==> config.mk <==
export PLATFORM = sky130hd
export DESIGN_NAME = alu_issue_stage
export DESIGN_NICKNAME = d
export VERILOG_FILES = /design/src/rtl/alu_pkg.sv /design/src/rtl/alu_regfile.sv /design/src/rtl/alu_issue_stage.sv
export SDC_FILE = /design/constraint.sdc
export NUM_CORES = 2
export LEC_CHECK = 0
export CORE_MARGIN = 1.5
export CORE_UTILIZATION = 45
export CTS_CLUSTER_SIZE = 20
export DETAILED_ROUTE_END_ITERATION = 10
export MAX_ROUTING_LAYER = met4
export PLACE_DENSITY = 0.68
export SETUP_SLACK_MARGIN = 0.3
export SLEW_MARGIN = 20
export SYNTH_ARGS = -nofsm -noshare
export SYNTH_HDL_FRONTEND = slang
export SYNTH_SLANG_ARGS = --single-unit
==> constraint.sdc <==
create_clock -name clk -period 3.3 [get_ports clk]
set_clock_uncertainty 0.2 [all_clocks]
set_input_delay 0.66 -clock clk [delete_from_list [all_inputs] [get_ports clk]]
set_output_delay 0.66 -clock clk [all_outputs]
set_load 0.005 [all_outputs]
==> src/rtl/alu_pkg.sv <==
// Shared constants and helpers for the ALU issue stage and its register file.
package alu_pkg;

  localparam int DW     = 32;
  localparam int NREG   = 32;
  localparam int REG_AW = $clog2(NREG);

  localparam logic [4:0] ALUOP_ADD = 5'b00000;
  localparam logic [4:0] ALUOP_SUB = 5'b00001;

  function automatic logic op_legal(input logic [4:0] op);
    return (op == ALUOP_ADD) || (op == ALUOP_SUB);
  endfunction

endpackage

==> src/rtl/alu_regfile.sv <==
// NREG x DW register file: two operand read ports, a debug read port, and two write
// ports where the ALU writeback beats the external write on an address collision.
module alu_regfile
  import alu_pkg::*;
(
  input  logic                     clk,
  input  logic                     rst,
  input  logic [REG_AW-1:0]        raddr1,
  input  logic [REG_AW-1:0]        raddr2,
  input  logic [REG_AW-1:0]        dbg_raddr,
  output logic signed [DW-1:0]     rdata1,
  output logic signed [DW-1:0]     rdata2,
  output logic signed [DW-1:0]     dbg_rdata,
  input  logic                     wb_we,
  input  logic [REG_AW-1:0]        wb_waddr,
  input  logic signed [DW-1:0]     wb_wdata,
  input  logic                     ext_we,
  input  logic [REG_AW-1:0]        ext_waddr,
  input  logic signed [DW-1:0]     ext_wdata
);

  logic signed [DW-1:0] regs_q [NREG];
  logic signed [DW-1:0] regs_d [NREG];

  // Writeback is applied after the external write so it wins a same-address collision.
  always_comb begin
    regs_d = regs_q;
    if (ext_we) regs_d[ext_waddr] = ext_wdata;
    if (wb_we)  regs_d[wb_waddr]  = wb_wdata;
    regs_d[0] = '0;
  end

  always_ff @(posedge clk) begin
    if (rst) regs_q <= '{default: '0};
    else     regs_q <= regs_d;
  end

  assign rdata1    = regs_q[raddr1];
  assign rdata2    = regs_q[raddr2];
  assign dbg_rdata = regs_q[dbg_raddr];

endmodule

==> src/rtl/alu_issue_stage.sv <==
// Operand-fetch/issue stage in front of the add/sub ALU: hazard stall, S2 bypass,
// registered operand issue and result writeback into the register file.
module alu_issue_stage
  import alu_pkg::*;
(
  input  logic                  clk,
  input  logic                  rst,
  input  logic                  in_valid,
  output logic                  in_ready,
  input  logic [4:0]            in_op,
  input  logic [REG_AW-1:0]     in_rd,
  input  logic [REG_AW-1:0]     in_rs1,
  input  logic [REG_AW-1:0]     in_rs2,
  output logic signed [DW-1:0]  alu_a,
  output logic signed [DW-1:0]  alu_b,
  output logic [4:0]            alu_op,
  input  logic signed [DW-1:0]  alu_c,
  input  logic                  ext_we,
  input  logic [REG_AW-1:0]     ext_waddr,
  input  logic signed [DW-1:0]  ext_wdata,
  input  logic [REG_AW-1:0]     dbg_raddr,
  output logic signed [DW-1:0]  dbg_rdata,
  output logic                  illegal_op
);

  logic                 s1_vld_q, s1_vld_d;
  logic [REG_AW-1:0]    s1_rd_q, s1_rd_d;
  logic                 s2_vld_q, s2_vld_d;
  logic [REG_AW-1:0]    s2_rd_q, s2_rd_d;
  logic signed [DW-1:0] alu_a_q, alu_a_d;
  logic signed [DW-1:0] alu_b_q, alu_b_d;
  logic [4:0]           alu_op_q, alu_op_d;
  logic                 illegal_q, illegal_d;
  logic signed [DW-1:0] rf_rdata1, rf_rdata2;
  logic                 hazard, fire, wb_we;

  function automatic logic signed [DW-1:0] read_opnd(
    input logic [REG_AW-1:0]    rs,
    input logic signed [DW-1:0] rf_val,
    input logic                 byp_vld,
    input logic [REG_AW-1:0]    byp_rd,
    input logic signed [DW-1:0] byp_val
  );
    if (rs == '0)                                return '0;
    else if (byp_vld && byp_rd != '0 && rs == byp_rd) return byp_val;
    else                                         return rf_val;
  endfunction

  assign wb_we = s2_vld_q && (s2_rd_q != '0);

  alu_regfile u_regfile (
    .clk       (clk),
    .rst       (rst),
    .raddr1    (in_rs1),
    .raddr2    (in_rs2),
    .dbg_raddr (dbg_raddr),
    .rdata1    (rf_rdata1),
    .rdata2    (rf_rdata2),
    .dbg_rdata (dbg_rdata),
    .wb_we     (wb_we),
    .wb_waddr  (s2_rd_q),
    .wb_wdata  (alu_c),
    .ext_we    (ext_we),
    .ext_waddr (ext_waddr),
    .ext_wdata (ext_wdata)
  );

  // A producer still in S1 has no result yet; one bubble moves it to S2 where bypass applies.
  always_comb begin
    hazard    = in_valid && s1_vld_q && (s1_rd_q != '0) &&
                ((in_rs1 == s1_rd_q) || (in_rs2 == s1_rd_q));
    in_ready  = !hazard;
    fire      = in_valid && !hazard;
    alu_a_d   = alu_a_q;
    alu_b_d   = alu_b_q;
    alu_op_d  = alu_op_q;
    s1_rd_d   = s1_rd_q;
    s1_vld_d  = fire;
    illegal_d = fire && !op_legal(in_op);
    s2_vld_d  = s1_vld_q;
    s2_rd_d   = s1_rd_q;
    if (fire) begin
      alu_a_d  = read_opnd(in_rs1, rf_rdata1, s2_vld_q, s2_rd_q, alu_c);
      alu_b_d  = read_opnd(in_rs2, rf_rdata2, s2_vld_q, s2_rd_q, alu_c);
      alu_op_d = in_op;
      // Unknown codes leave the ALU result stale, so they must never write back.
      s1_rd_d  = op_legal(in_op) ? in_rd : '0;
    end
  end

  always_ff @(posedge clk) begin
    if (rst) begin
      s1_vld_q  <= 1'b0;
      s1_rd_q   <= '0;
      s2_vld_q  <= 1'b0;
      s2_rd_q   <= '0;
      alu_a_q   <= '0;
      alu_b_q   <= '0;
      alu_op_q  <= '0;
      illegal_q <= 1'b0;
    end else begin
      s1_vld_q  <= s1_vld_d;
      s1_rd_q   <= s1_rd_d;
      s2_vld_q  <= s2_vld_d;
      s2_rd_q   <= s2_rd_d;
      alu_a_q   <= alu_a_d;
      alu_b_q   <= alu_b_d;
      alu_op_q  <= alu_op_d;
      illegal_q <= illegal_d;
    end
  end

  assign alu_a      = alu_a_q;
  assign alu_b      = alu_b_q;
  assign alu_op     = alu_op_q;
  assign illegal_op = illegal_q;

endmodule

==> run summary <==
Implementation run completed; key figures follow.

STA:
- The run puts the worst slew margin relative to its limit at 14.3%.
- Setup repair after global routing could not meet its margin everywhere.
- The run puts the count of endpoints failing hold in the final timing report at 0.
- The final report lists the setup-violating endpoint count as 32.
- The run gives the worst path setup slack after routing as -0.479 ns.
- The run gives the total count of max-transition violations in the final report as 0.
- Dividing the final minimum period by the clock period gives 115%.
- The run puts the final total negative setup slack at -11.73 ns.

Synthesis:
- The run puts the synthesized net count at 7,234.
- The share of the Yosys chip area taken by registers is 30.2%.
- dfxtp_1 takes more of the synthesized area than any other cell.
- The run gives the fraction of synthesized cell area in xor and xnor cells as 0.246%.
- For reference, the top cells by count after synthesis are dfxtp_1 (1,074), nor2_1 (1,051), mux2i_1 (777).
- The run gives the number of warnings printed during yosys synthesis as 0.
- Ranked by total cell area, the synthesized netlist is headed by dfxtp_1 (30%), mux4_2 (22%), mux2i_1 (11%).
- For reference, simple AND, OR, NAND and NOR cells occupy 11.5% of the area reported after synthesis.
- After synthesis, the largest area contributor takes up 30.2% of total cell area.
- For this run, the leading register cell type out of synthesis is dfxtp_1.
- In the synthesized netlist, mux cells make up 36.0% of the area.
- The run gives the dominant non-sequential cell family after synthesis as multiplexers.
- After synthesis the netlist holds a flip-flop and latch count of 1,074.
- The run puts the post-synth tally of flip-flops with integrated enable at 0.
- The run gives the total cell area reported by yosys after synthesis as 0.0711 mm2.

Cells and area:
- The multi-input combinational cells in the finished layout cover a total of 0.0461 mm2.
- The register with the most flip-flops in the layout has 992 of them.
- The run puts the net total in the final layout at 7,349.
- The run gives the number of clock buffer instances in the layout as 160.
- The run gives the buffer count excluding the clock tree in the final layout as 961.
- The final layout contains a sequential cell count of 1,074.
- The run gives the count of fill cells added during filler insertion as 13,200.
- The run gives the share of final layout cell area taken by clock buffers and inverters as 4.92%.
- The final design was reported to hold multi-input combinational gates totalling 5,094.
- Ranking logic cells in the layout by count gives the top entries dfxtp_1 (1,069), nor2_1 (1,035), mux2i_1 (777).
- The run puts the diode insertion count for antenna repair at 15.
- The run puts the finished layout cell area at 0.0860 mm2.
- The run gives the synthesis-to-layout area growth as 20.9%.
- The largest cell class by area is multi-input combinational cells.

Routing:
- Per the detail_route log, the uppermost layer with routed signals is met4.
- Once detail routing completed, the nets flagged for antenna violations numbered 0.
- The run gives the total via count in the routed design as 71,700.
- The run puts the detailed-routed wire length on met3 at 60,400 um.
- The run gives the sum of routed wire length over all layers as 353,000 um.
- The script logs the mean routed wire length per placed instance as 37.5 um.
- After detailed routing, the number of vias per cell comes to 7.60.
- After detailed routing, the wire length on met1 is 123,000 um.
- The run puts the number of DRC markers in iteration 0 at 13,500.
- The run gives the detailed-route DRC error count as 0.
- Wire segments on met2 add up to 138,000 um in the final route.
- The run gives the detailed-routing iteration count for the pre-antenna-repair pass as 10.

Run status:
- The run finished, with violations left.
- The final reports fail on negative setup slack.

Worst setup path:
- The largest individual stage delay along the critical path comes from the cell mux4_2.
- The run gives the element type at the critical path start as a primary input.
- In this design, the largest share of critical-path delay is due to multiplexers.
- The run gives the cell count of the worst reg-to-reg path as 9.
- Counting stages on the worst path, the most repeated cell is buf_16.
- STA reports a reg2reg setup slack of 0.48 ns.
- The worst setup path is captured at an output port.
- Looking at the critical path, the highest net fanout was 6.
- The run gives the worst setup path category as primary input to output port.
- Listed in order, past its start point the critical path passes buf_16, buf_12, buf_12, buf_16, buf_16, buf_4, mux4_2, mux4_2, mux2_4, buf_6.

Clock network:
- The run gives the maximum number of buffers from clock root to sink as 3.
- The run gives the CTS H-tree depth as 3.
- Looking at the clock tree report, the root buffer type is clkbuf_16.
- On the reported timing paths, the clock transition at the registers reads 0.06 ns.

Power:
- Power spread over the standard cell area amounts to 376 mW/mm2.
- The run puts the proportion of power drawn by combinational gates at 13.4%.
- The run gives the peak ir drop on the vdd network as 446 uV.
- The run gives the switching share of total power as 27.8%.
- The run puts the fraction of power consumed by the clock network at 45.8%.
- The run puts the sequential power share at 40.8%.

Global route:
- The run puts the met1 track demand over resource in global routing at 54.1%.
- On met2, the global router reports a usage of 56.5%.
- The run gives the global-route layer with the greatest usage as met2.
- The run gives the initial antenna violation count as 11.
- Global routing used 18.1% of the available met3 tracks.
- Total global-route track usage over all layers is 43.7%.
- The run gives the wire length of the first global-routing pass as 498,000 um.
- The run gives the remaining global-route overflow as 0.

Die:
- The run puts the number of rows in the core area at 145.
- At the floorplan stage, the core utilization is reported as 45.4%.
- The run puts the core footprint at 0.157 mm2.

Placed design:
- The run gives the worst slack after detailed placement as -0.689 ns.
- The run puts the number of port buffers at 200.
- Per the detailed placement report, the placed cell area equals 0.0802 mm2.
- Once placement completed, the tool counted placed cells totaling 9,119.

Job:
- OpenROAD emitted warnings numbering 36.

Worst hold path:
- The run gives the worst hold path stage count as 2.
- The run gives the end point of the worst hold path as u_regfile.regs_q[991].
- STA reports the tightest min-delay check as being of type primary input to flip-flop.
- STA lists the startpoint of the worst hold path as rst.
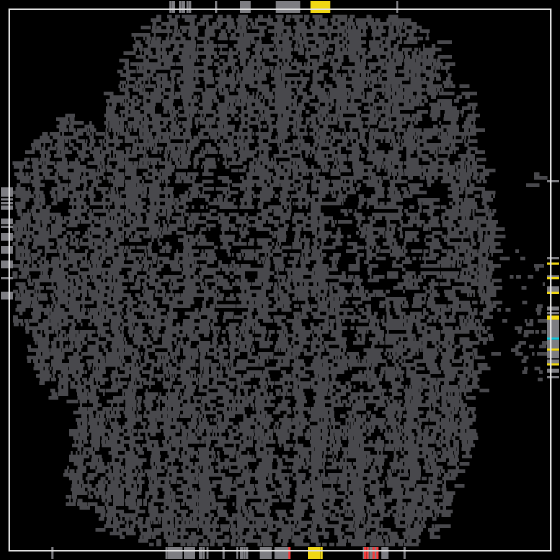
**Above:** I/O pins on the die edge.
Pins as bars across the die edge, other pins in grey.
| port | colour | pins | direction | edge |
|---|---|---|---|---|
| ext_we | cyan | 1 | input | right |
| alu_op | red | 5 | output | bottom |
| ext_wdata | yellow | 32 | input | 15 top, 10 bottom, 7 right |
all pins by edge: 78 bottom, 52 top, 41 right, 30 left
horizontal die dimension: 401 um
DIE HEIGHT: 401 um

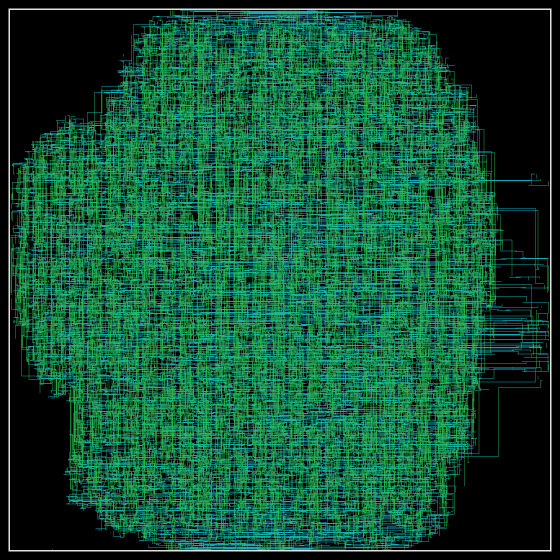
**Above:** metal layers overlaid.
Two of the layers only.
| layer | colour | wire length |
|---|---|---|
| met1 | cyan | 123 mm |
| met2 | green | 138 mm |

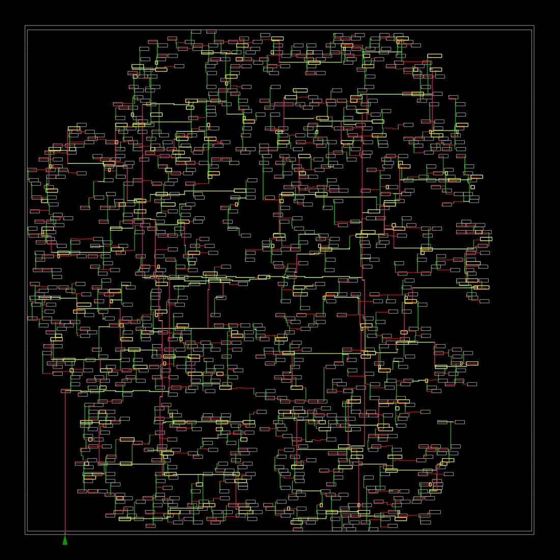
**Above:** clock routing.
CTS buffer count: 118
total clock network power: 14.8 mW
Clock Sink Count: 1,074

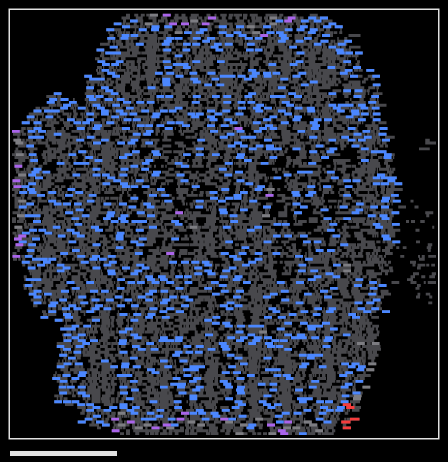
**Above:** register map, names as in the netlist.
Scale bar: 100 um. Other sequential cells in the stronger grey, the rest of the logic in the fainter grey.
| netlist name | colour | flops | where |
|---|---|---|---|
| s1_rd_q | red | 5 | bottom right |
| alu_a | purple | 32 | all over the die |
| u_regfile.regs_q | blue | 992 | all over the die |
fraction of standard cell area that is sequential: 25.0%
post-layout utilization of the core: 54.9%
Seq power: 13.2 mW
Storage cell area: 0.0215 mm2

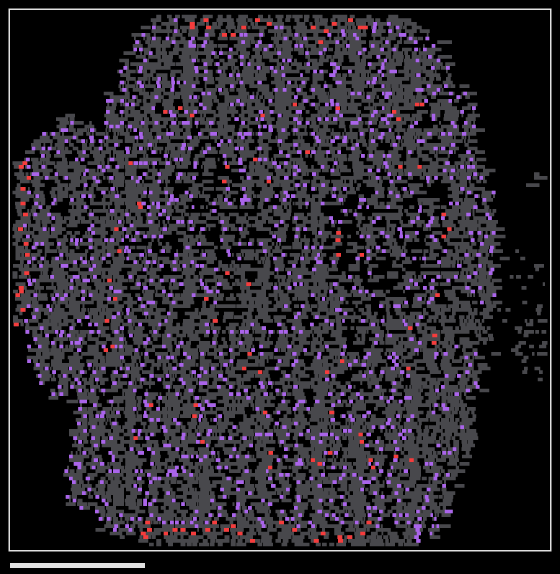
**Above:** gate families picked out.
Scale bar: 100 um.
| family | colour | cells | where |
|---|---|---|---|
| AND-OR and OR-AND gates | red | 120 | all over the die |
| inverting AOI/OAI gates | purple | 1,353 | all over the die |

Power figures rest on the tool's default switching activity, not on a simulated workload.
